==> src/rtl/can_err_pkg.sv <==
// Shared definitions for the CAN fault-confinement unit.
//   - can_err_state_e : fault-confinement state encoding (matches the 2-bit state port)
//   - DEF_*           : default limits used as parameter defaults by the top
//   - STF/EOF/CRC/FRM : bit positions of the error sources within err_n / err_src
package can_err_pkg;

  typedef enum logic [1:0] {
    ERR_ACTIVE  = 2'd0,
    ERR_PASSIVE = 2'd1,
    BUS_OFF     = 2'd2
  } can_err_state_e;

  localparam int unsigned DEF_N_SRC         = 4;
  localparam int unsigned DEF_CNT_W         = 9;
  localparam int unsigned DEF_WARN_LIMIT    = 96;
  localparam int unsigned DEF_PASSIVE_LIMIT = 128;
  localparam int unsigned DEF_BUSOFF_LIMIT  = 256;
  localparam int unsigned DEF_FLAG_LEN      = 6;
  localparam int unsigned DEF_RECOVERY_SEQS = 128;

  // Length of one bus-idle run counted during bus-off recovery.
  localparam int unsigned RECESSIVE_RUN = 11;

  // Error source indices.
  localparam int unsigned STF = 0;
  localparam int unsigned EOF = 1;
  localparam int unsigned CRC = 2;
  localparam int unsigned FRM = 3;

endpackage

==> src/rtl/can_err_counter.sv <==
// Saturating CAN error counter (used for both TEC and REC).
//   clk, reset (async, active-low)
//   inc : add INC, saturating at SAT (takes priority over dec)
//   dec : decrement towards 0; with REC_RULES a value >= PASSIVE_LIMIT
//         drops straight to PASSIVE_LIMIT-8
//   clr : synchronous clear (highest priority)
//   cnt : registered counter value
module can_err_counter #(
  parameter int unsigned CNT_W         = 9,
  parameter int unsigned INC           = 1,
  parameter int unsigned SAT           = 256,
  parameter bit          REC_RULES     = 1'b0,
  parameter int unsigned PASSIVE_LIMIT = 128
) (
  input  logic             clk,
  input  logic             reset,
  input  logic             inc,
  input  logic             dec,
  input  logic             clr,
  output logic [CNT_W-1:0] cnt
);

  localparam logic [CNT_W:0]   SAT_C  = (CNT_W + 1)'(SAT);
  localparam logic [CNT_W:0]   INC_C  = (CNT_W + 1)'(INC);
  localparam logic [CNT_W-1:0] PASS_C = CNT_W'(PASSIVE_LIMIT);
  localparam logic [CNT_W-1:0] DROP_C = CNT_W'(PASSIVE_LIMIT - 8);
  localparam logic [CNT_W-1:0] ONE_C  = CNT_W'(1);

  logic [CNT_W-1:0] cnt_q, cnt_d;
  logic [CNT_W:0]   sum;

  always_comb begin
    sum   = {1'b0, cnt_q} + INC_C;
    cnt_d = cnt_q;
    if (clr) begin
      cnt_d = '0;
    end else if (inc) begin
      cnt_d = (sum > SAT_C) ? SAT_C[CNT_W-1:0] : sum[CNT_W-1:0];
    end else if (dec) begin
      if (REC_RULES && (cnt_q >= PASS_C)) begin
        cnt_d = DROP_C;
      end else if (cnt_q != '0) begin
        cnt_d = cnt_q - ONE_C;
      end
    end
  end

  always_ff @(posedge clk or negedge reset) begin
    if (!reset) begin
      cnt_q <= '0;
    end else begin
      cnt_q <= cnt_d;
    end
  end

  assign cnt = cnt_q;

endmodule

==> src/rtl/can_error_manager.sv <==
// CAN fault confinement: error-flag generation, TEC/REC maintenance and the
// error-active / error-passive / bus-off state machine with bus-off recovery.
// Optional build macro: CAN_ERR_SRC_CAPTURE_EN adds the sticky err_src output.
//   clk, reset (async, active-low)
//   SP       : sample-point strobe; all inputs are evaluated only when SP=1
//   err_n    : active-low error sources (STF, EOF, CRC, FRM)
//   bus_rx   : sampled bus level, 1 = recessive
//   tx_mode  : node is transmitter (errors go to TEC, else REC)
//   rx_ok    : successful reception pulse
//   tx_ok    : successful transmission pulse
//   ERROR    : any error seen at the last SP (0 while bus-off)
//   flag_tx  : error flag in progress; flag_dom gives its polarity
//   tec, rec : error counters; state : fault-confinement state; warn : warning level
//   err_src  : sticky captured sources (CAN_ERR_SRC_CAPTURE_EN only)
module can_error_manager
  import can_err_pkg::*;
#(
  parameter int unsigned N_SRC         = DEF_N_SRC,
  parameter int unsigned CNT_W         = DEF_CNT_W,
  parameter int unsigned WARN_LIMIT    = DEF_WARN_LIMIT,
  parameter int unsigned PASSIVE_LIMIT = DEF_PASSIVE_LIMIT,
  parameter int unsigned BUSOFF_LIMIT  = DEF_BUSOFF_LIMIT,
  parameter int unsigned FLAG_LEN      = DEF_FLAG_LEN,
  parameter int unsigned RECOVERY_SEQS = DEF_RECOVERY_SEQS
) (
  input  logic             clk,
  input  logic             reset,
  input  logic             SP,
  input  logic [N_SRC-1:0] err_n,
  input  logic             bus_rx,
  input  logic             tx_mode,
  input  logic             rx_ok,
  input  logic             tx_ok,
  output logic             ERROR,
  output logic             flag_tx,
  output logic             flag_dom,
  output logic [CNT_W-1:0] tec,
  output logic [CNT_W-1:0] rec,
  output logic [1:0]       state,
  output logic             warn
`ifdef CAN_ERR_SRC_CAPTURE_EN
  ,
  output logic [N_SRC-1:0] err_src
`endif
);

  localparam int unsigned FCNT_W = $clog2(FLAG_LEN + 1);
  localparam int unsigned SCNT_W = $clog2(RECOVERY_SEQS + 1);

  localparam logic [CNT_W-1:0]  WARN_C    = CNT_W'(WARN_LIMIT);
  localparam logic [CNT_W-1:0]  PASS_C    = CNT_W'(PASSIVE_LIMIT);
  localparam logic [CNT_W-1:0]  BUSOFF_C  = CNT_W'(BUSOFF_LIMIT);
  localparam logic [FCNT_W-1:0] FLAST_C   = FCNT_W'(FLAG_LEN - 1);
  localparam logic [FCNT_W-1:0] FONE_C    = FCNT_W'(1);
  localparam logic [3:0]        RLAST_C   = 4'(RECESSIVE_RUN - 1);
  localparam logic [SCNT_W-1:0] SLAST_C   = SCNT_W'(RECOVERY_SEQS - 1);

  can_err_state_e    state_q;
  logic              error_q;
  logic              pend_q;   // error accepted, flag starts at the next SP
  logic              flag_q;
  logic              dom_q;
  logic [FCNT_W-1:0] fcnt_q;   // flag SPs already sent
  logic [3:0]        run_q;    // recessive samples in the current run
  logic [SCNT_W-1:0] seq_q;    // completed recessive runs

  logic any_err, busoff, err_evt, ok_en, recover;

  assign any_err = |(~err_n);
  assign busoff  = (state_q == BUS_OFF);
  // The pending slot blocks a second event before flag_tx is visible, so an
  // error on the SP that starts the flag cannot restart it.
  assign err_evt = SP & any_err & ~pend_q & ~flag_q & ~busoff;
  assign ok_en   = SP & ~err_evt & ~busoff;
  assign recover = busoff & SP & bus_rx & (run_q == RLAST_C) & (seq_q == SLAST_C);

  can_err_counter #(
    .CNT_W        (CNT_W),
    .INC          (8),
    .SAT          (BUSOFF_LIMIT),
    .REC_RULES    (1'b0),
    .PASSIVE_LIMIT(PASSIVE_LIMIT)
  ) u_tec (
    .clk  (clk),
    .reset(reset),
    .inc  (err_evt & tx_mode),
    .dec  (ok_en & tx_ok),
    .clr  (recover),
    .cnt  (tec)
  );

  can_err_counter #(
    .CNT_W        (CNT_W),
    .INC          (1),
    .SAT          (PASSIVE_LIMIT + 8),
    .REC_RULES    (1'b1),
    .PASSIVE_LIMIT(PASSIVE_LIMIT)
  ) u_rec (
    .clk  (clk),
    .reset(reset),
    .inc  (err_evt & ~tx_mode),
    .dec  (ok_en & rx_ok),
    .clr  (recover),
    .cnt  (rec)
  );

  always_ff @(posedge clk or negedge reset) begin
    if (!reset) begin
      state_q <= ERR_ACTIVE;
      error_q <= 1'b0;
      pend_q  <= 1'b0;
      flag_q  <= 1'b0;
      dom_q   <= 1'b0;
      fcnt_q  <= '0;
      run_q   <= '0;
      seq_q   <= '0;
    end else begin
      if (SP) begin
        error_q <= any_err & ~busoff;
      end

      if (err_evt) begin
        pend_q <= 1'b1;
        dom_q  <= (state_q == ERR_ACTIVE);
      end else if (SP && pend_q) begin
        pend_q <= 1'b0;
        flag_q <= 1'b1;
        fcnt_q <= FONE_C;
      end else if (SP && flag_q) begin
        if (fcnt_q == FLAST_C) begin
          flag_q <= 1'b0;
        end else begin
          fcnt_q <= fcnt_q + FONE_C;
        end
      end

      // Recovery counters only run while bus-off.
      if (!busoff) begin
        run_q <= '0;
        seq_q <= '0;
      end else if (SP) begin
        if (!bus_rx) begin
          run_q <= '0;
        end else if (run_q == RLAST_C) begin
          run_q <= '0;
          seq_q <= recover ? '0 : seq_q + 1'b1;
        end else begin
          run_q <= run_q + 1'b1;
        end
      end

      // State follows the registered counters, hence one clock behind them.
      case (state_q)
        BUS_OFF: begin
          if (recover) state_q <= ERR_ACTIVE;
        end
        default: begin
          if (tec >= BUSOFF_C) begin
            state_q <= BUS_OFF;
          end else if ((tec >= PASS_C) || (rec >= PASS_C)) begin
            state_q <= ERR_PASSIVE;
          end else begin
            state_q <= ERR_ACTIVE;
          end
        end
      endcase
    end
  end

`ifdef CAN_ERR_SRC_CAPTURE_EN
  logic [N_SRC-1:0] src_q;

  always_ff @(posedge clk or negedge reset) begin
    if (!reset) begin
      src_q <= '0;
    end else if (recover) begin
      src_q <= '0;
    end else if (err_evt) begin
      src_q <= src_q | ~err_n;
    end
  end

  assign err_src = src_q;
`endif

  assign ERROR    = error_q & ~busoff;
  assign flag_tx  = flag_q;
  assign flag_dom = dom_q;
  assign state    = state_q;
  assign warn     = (tec >= WARN_C) | (rec >= WARN_C);

endmodule

==> config.mk <==
export PLATFORM = sky130hd
export DESIGN_NAME = can_error_manager
export DESIGN_NICKNAME = d
export VERILOG_FILES = /design/src/rtl/can_err_pkg.sv /design/src/rtl/can_err_counter.sv /design/src/rtl/can_error_manager.sv
export SDC_FILE = /design/constraint.sdc
export NUM_CORES = 1
export LEC_CHECK = 0
export CAP_MARGIN = 20
export CORE_MARGIN = 5
export CORE_UTILIZATION = 61
export CTS_CLUSTER_SIZE = 30
export DETAILED_ROUTE_END_ITERATION = 16
export GPL_ROUTABILITY_DRIVEN = 0
export HOLD_SLACK_MARGIN = 0.08
export PLACE_DENSITY = 0.93
export SYNTH_ARGS = -nofsm -noshare
export SYNTH_HDL_FRONTEND = slang
export SYNTH_SLANG_ARGS = --single-unit
==> constraint.sdc <==
create_clock -name clk -period 5.9 [get_ports clk]
set_clock_uncertainty 0.2 [all_clocks]
set_input_delay 1.18 -clock clk [delete_from_list [all_inputs] [get_ports clk]]
set_output_delay 1.18 -clock clk [all_outputs]
set_load 0.01 [all_outputs]
==> results.toml, run 1 <==
# flow metrics
[outcome]
run_status = "finished clean"

[synth]
ff_type = "dfrtp_1"
ys_area_um2 = 2930
top_cell = "dfrtp_1"
top_cell_area_share_pct = 33.3
top_cells_by_area = "dfrtp_1, ha_1, nand2_1"
netlist_area_um2 = 2930
ys_cells = 361
ys.flops = 39
yosysUniqueCellTypes = 64
edf_count = 0
async_flop_share_pct = 100
floorplan.nets = 385
avgSynthCellArea_um2 = 8.11

[grt]
met1_usage_pct = 32.8
grt_overflow = 0
grt_use_met3_pct = 4.65
grt_usage_pct = 25.8
antenna_found_initial = 0
met2_usage_pct = 43.9
grt_pass1_wl_mm = 13.2
grt_busiest_layer = "met2"

[run]
warnings = 33
cap_violations = 0

[final_timing]
maxSlewViolCount = 0
slew_headroom_pct = 42.7
hold_viol = 0
max_slew.worst_pin.slew_ps = 860
finalSetupTns_ps = 0
fin_crit_sh_pct = 60.7
setup_violations = 0

[power_and_ir_drop]
ir_worst_vdd_v = 0.000131
pwr_density_cell_nw_per_um2 = 198
p_leak_nw = 1.38

[placement]
placed_cell_area_um2 = 3230
dpl.hpwl_mm = 5.33
numPortBuffers = 34

[routing]
drc = 0
drt-initial-drc-count = 271
ant_nets = 0
drtPass1Iterations = 5
wirelength_mm = 7.58
vias = 2982

[layout]
stdcell_area_um2 = 3360
fin_nets = 406
antenna_cells = 0
layout-drive-gt1-share_pct = 4.96
synthToLayoutAreaGrowth_pct = 14.8

[critical_path]
path_depth = 7
worstSetupPathType = "input port to register"
rr_endpoint = "u_rec.cnt[2]"
critPathMaxFanout = 13
setup.worst_path.start = "SP"
ff2ff_setup_slack_ps = 3150
path_cells = "clkdlybuf4s50_1, nand2_1, nor2_1, and3_1, nor3_2, or3_1, o22ai_1"
max_stage_delay_ps = 770
end_kind = "register"
start_kind = "input port"
critical_path_buf_inv_count = 1

[clock_tree]
ctsHoldBuffers = 0
clk_path_buf_depth = 2
tritoncts = "yes"
cts_setup_buffers = 0
cts_made_buffers = 5
post_cts_resized = 0
cts-htree-levels = 2
clkTransAtPathRegs_ps = 80
cts_sinks = 39

[die]
dieArea_um2 = 6290
io-pin-count = 35
die_w_um = 79.3
die_h_um = 79.3

[min_path]
hold_end = "fcnt_q[1]"
hp-start = "pend_q"
hp-class = "register to register"
min_path_cells = 1
[run 1: state kept, by name, summed over array words and instances, names as in the netlist]
signal / flops
fcnt_q: 3
flag_dom: 1
pend_q: 1
error_q: 1
u_rec.cnt: 9
u_tec.cnt: 9
flag_tx: 1
state: 2
seq_q: 8
run_q: 4
[run 1: worst reg2reg max path, stage by stage (launching register included)]
cell and delay, ps:
dfrtp_1 520, inv_1 150, ha_1 210, or3b_1 430, o31ai_1 410, mux2i_1 160, nor2b_1 260, nor2_1 210
o2bb2ai_1 140
[run 1: routing by layer]
metal  share of wire, %  wire (µm)
met4                1.8        137
met2                 49       3740
met5                  0          0
met1                 41       3070
met3                8.3        630
[run 1: final cells by class]
class | instances | area (µm²) | share of cell area, %
Inverter | 17 | 63.8 | 1.90
Sequential cell | 39 | 976 | 29.0
Timing Repair Buffer | 34 | 335 | 9.97
Clock buffer | 6 | 72.6 | 2.16
Clock inverter | 2 | 60.1 | 1.79
Tap cell | 54 | 67.6 | 2.01
Multi-Input combinational cell | 285 | 1790 | 53.2
[run 1: cell families (layout without fill, tap and decap cells)]
family                     Yosys count  count (layout)  share of synthesized area [%]
buffers and inverters               37              59                           5.64
DFF                                 39              39                           33.3
AOI/OAI and AO/OA                   98              98                           22.2
adders and majority gates           13              13                           5.55
muxes                                2               2                          0.683
xor gates and xnor gates            12              12                           3.59
and+or+nand+nor                    160             160                           29.0
[run 1: through the flow]
step	worst slack [ps]	power [W]	hold WS (ps)	std cells
after floorplan	2880	0.000366	237	361
after global placement	2190	0.000398	262	429
after detailed placement	2090	0.000404	268	429
after CTS	2380	0.000664	271	437
after global routing	2110	0.000692	296	437
final	2320	0.000666	272	437
[run 1: worst max path at each step]
stage,end,slack [ps]
6_report,u_tec.cnt[5],2320
2_1_floorplan,u_tec.cnt[5],2880
3_5_place_dp,u_rec.cnt[6],2090
5_1_grt,u_tec.cnt[3],2110
3_3_place_gp,u_tec.cnt[5],2190
4_1_cts,u_tec.cnt[5],2380
[run 1: placed cells by master, fill, tap and decap left out, types with 6 or more instances in the layout]
cell type,synthesis,layout
or3_1,6,6
o31ai_1,8,8
nor2_1,35,35
clkdlybuf4s50_1,0,33
o21ai_1,10,10
a31oi_1,10,10
inv_1,15,15
nand3_1,20,20
o21ai_0,14,14
xnor2_1,7,7
and3_1,7,7
nor3_1,13,13
ha_1,13,13
a21oi_1,18,18
nor4_1,7,7
dfrtp_1,39,39
nand2_1,35,35
[run 1: power breakdown]
group	internal (W)	total, W	switching [W]
Combinational	0.0000409	0.0000923	0.0000514
Sequential	0.000285	0.000308	0.0000236
Clock	0.000169	0.000266	0.0000966
Total	0.000495	0.000666	0.000172
**Run 1: the metal 3 layer**

Bar = 20 µm.
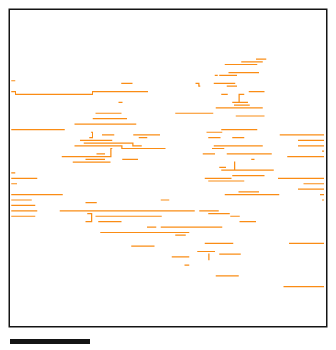
main direction: horizontal
wire length on this layer: 630 µm

**Run 1: signal wires on met1**

Bar = 20 µm.
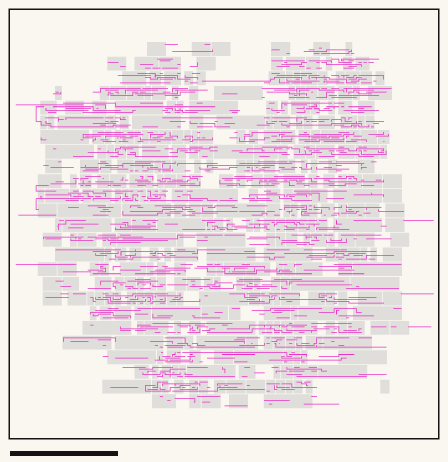
share of all routed wire: 41%
nets with wire on the layer: 366
wire length on this layer: 3,070 µm
longest straight run: 21.6 µm

**Run 1: clock routing**

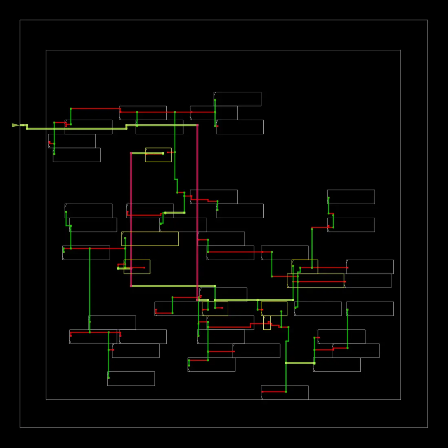
clkbuf count: 6
Insertion Delay late pin: 300 ps
flop count: 39

**Run 1: the metal 4 layer**

Bar = 20 µm.
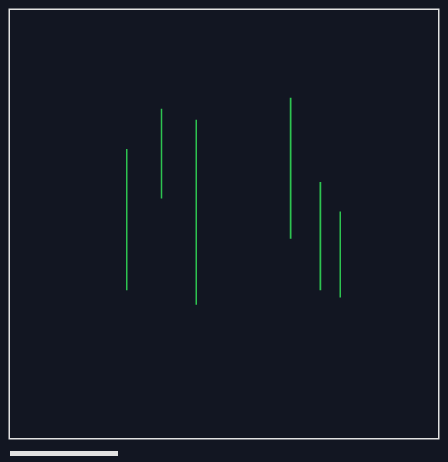

==> inputs of run 2 (changes only) <==
--- a/config.mk
+++ b/config.mk
@@ -7,12 +7,12 @@
 export LEC_CHECK = 0
 export CAP_MARGIN = 20
 export CORE_MARGIN = 5
-export CORE_UTILIZATION = 61
+export CORE_UTILIZATION = 57
 export CTS_CLUSTER_SIZE = 30
 export DETAILED_ROUTE_END_ITERATION = 16
 export GPL_ROUTABILITY_DRIVEN = 0
 export HOLD_SLACK_MARGIN = 0.08
-export PLACE_DENSITY = 0.93
+export PLACE_DENSITY = 0.88
 export SYNTH_ARGS = -nofsm -noshare
 export SYNTH_HDL_FRONTEND = slang
 export SYNTH_SLANG_ARGS = --single-unit
==> constraint.sdc (replaced) <==
create_clock -name clk -period 3.4 [get_ports clk]
set_clock_uncertainty 0.2 [all_clocks]
set_input_delay 0.68 -clock clk [delete_from_list [all_inputs] [get_ports clk]]
set_output_delay 0.68 -clock clk [all_outputs]
set_load 0.01 [all_outputs]
**Run 2: the metal 4 layer**

Bar = 20 µm.
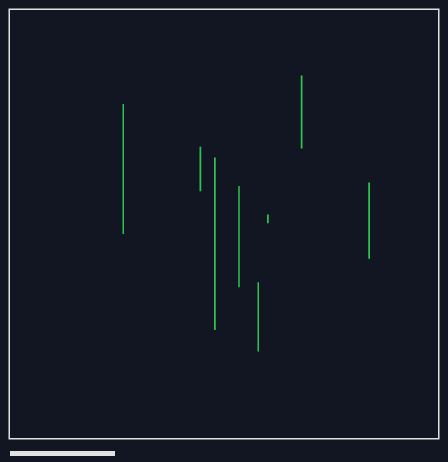
wire length on this layer: 127 µm
share of all routed wire: 1.7%
nets with wire on the layer: 7
longest straight run: 32.6 µm
main direction: vertical

**Run 2: the metal 3 layer**

Bar = 20 µm.
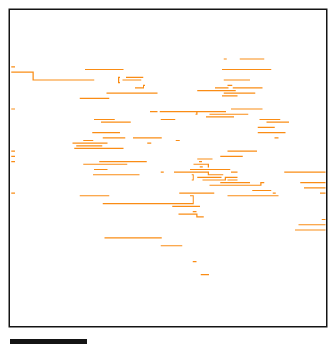
main direction: horizontal
share of all routed wire: 6.9%
wire length on this layer: 521 µm

==> results.toml, run 2 <==
# flow metrics
[outcome]
run_status = "finished clean"

[final_timing]
maxSlewViolCount = 0
fin_crit_sh_pct = 84.5
finalSetupTns_ps = 0
setup_slack_ps = 529
slew_headroom_pct = 40.3
setup_violations = 0
hold_viol = 0
max_slew.worst_pin.slew_ps = 896

[critical_path]
critPathMaxFanout = 14
rr_endpoint = "u_rec.cnt[3]"
cp.required_ps = 2520
end_kind = "primary output"
cp.arrival_ps = 1990
start_kind = "register"
worstSetupPathType = "register to primary output"
ff2ff_setup_slack_ps = 670
r2r_cells = 8

[routing]
drtPass1Iterations = 5
drc = 0
viasPerCell = 6.41
wl_per_cell_um = 16.5
wirelength_mm = 7.55
drt-initial-drc-count = 347
vias = 2928
ant_nets = 0

[synth]
yosysUniqueCellTypes = 64
top_cells_by_area = "dfrtp_1, ha_1, nand2_1"
edf_count = 0
ys.flops = 39
avgSynthCellArea_um2 = 8.11
ys_cells = 361
top_cell_area_share_pct = 33.3
floorplan.nets = 385
async_flop_share_pct = 100
yosysWarningCount = 0
top_cell = "dfrtp_1"
ys_area_um2 = 2930
top_area_cell = "dfrtp_1"
netlist_area_um2 = 2930
ff_type = "dfrtp_1"

[grt]
grt_pass1_vias = 2775
grt_max_degree = 40
antenna_found_initial = 0
grt_overflow = 0
grt_usage_pct = 24.4
grt_pass1_wl_mm = 12.8

[clock_tree]
clkTransAtPathRegs_ps = 90
post_cts_resized = 0
tritoncts = "yes"
cts-htree-levels = 2
clock.latency.late_pin_ps = 300
cts_setup_buffers = 0
cts_sinks = 39
cts_made_buffers = 5
clk_path_buf_depth = 2
ctsHoldBuffers = 0

[placement]
post-place-ws_ps = 419
dpl.hpwl_mm = 5.38
numPortBuffers = 34
placed_cell_area_um2 = 3280

[die]
die_h_um = 81.7
die_w_um = 81.7
initial_core_util_pct = 58.1
dieArea_um2 = 6670
io-pin-count = 35

[run]
cap_violations = 0
warnings = 33

[layout]
synthToLayoutAreaGrowth_pct = 16.0
fin_nets = 410
lay_top_count = "dfrtp_1"
layout_top_cells = "dfrtp_1, nor2_1, nand2_1"
layout-drive-gt1-share_pct = 6.20
stdcell_area_um2 = 3400
antenna_cells = 0

[power_and_ir_drop]
clockPowerShare_pct = 37.0
swShare_pct = 28.7
switchingPower_w = 0.000318
p_leak_nw = 1.39
pwr_density_cell_nw_per_um2 = 326
p_seq_share_pct = 48.2
comb_power_share_pct = 14.8
intPower_w = 0.000788
ir_worst_vdd_v = 0.000280

[min_path]
hp-class = "input port to asynchronous set/reset pin"
[run 2: layout make-up]
class                           count  area (µm²)  share of cell area (%)
Clock inverter                      3        47.5                    1.40
Timing Repair Buffer               38         365                    10.8
Clock buffer                        5        68.8                    2.03
Inverter                           17        63.8                    1.88
Tap cell                           70        87.6                    2.58
Sequential cell                    39         976                    28.7
Multi-Input combinational cell    285        1790                    52.6
[run 2: kinds of logic after synthesis]
| logic type | count (synthesis) | share of synthesized area (%) |
|---|---|---|
| simple gates | 160 | 29.0 |
| compound gates | 98 | 22.2 |
| flops | 39 | 33.3 |
| buf+inv | 37 | 5.64 |
| fa+ha+maj | 13 | 5.55 |
| xor+xnor | 12 | 3.59 |
| mux | 2 | 0.683 |
[run 2: how the worst max path moves through the flow]
stage / cells after the start / endpoint / slack, ps / start
2_1_floorplan: 8 / u_tec.cnt[5] / 880 / err_n[2]
3_3_place_gp: 7 / u_rec.cnt[3] / 420 / err_n[2]
3_5_place_dp: 7 / u_rec.cnt[3] / 420 / err_n[2]
4_1_cts: 4 / warn / 530 / u_rec.cnt[7]
5_1_grt: 4 / warn / 440 / u_rec.cnt[7]
6_report: 4 / warn / 530 / u_rec.cnt[7]
[run 2: worst max-delay path: stages (launching register included)]
cell             delay (ps)
dfrtp_1                 530
or2_1                   360
nor2_1                  210
nand3_1                 110
clkdlybuf4s50_1         490
[run 2: power by group through the flow]
stage | registers, W | logic (W) | clock network, W
final | 0.000533 | 0.000164 | 0.000410
after global routing | 0.000539 | 0.000185 | 0.000439
after CTS | 0.000531 | 0.000163 | 0.000414
after detailed placement | 0.000541 | 0.000161 | 0
after global placement | 0.000539 | 0.000153 | 0
after floorplan | 0.000533 | 0.000101 | 0
[run 2: metrics by stage]
stage               util (%)  hold slack [ps]  power (W)  std cells
finish                  67.4              297    0.00111        457
global route            67.4              325    0.00116        457
CTS                     67.4              300    0.00111        457
detailed placement      65.1              288   0.000702        449
global placement        65.1              256   0.000693        449
floorplan                  -              184   0.000635        361
[run 2: metal layers]
metal	GRT usage (%)	wire [µm]
met5	0	0
met4	9.14	126
met3	3.62	521
met2	41.7	3790
met1	31.1	3110
Power is estimated from default activity; no workload was simulated.
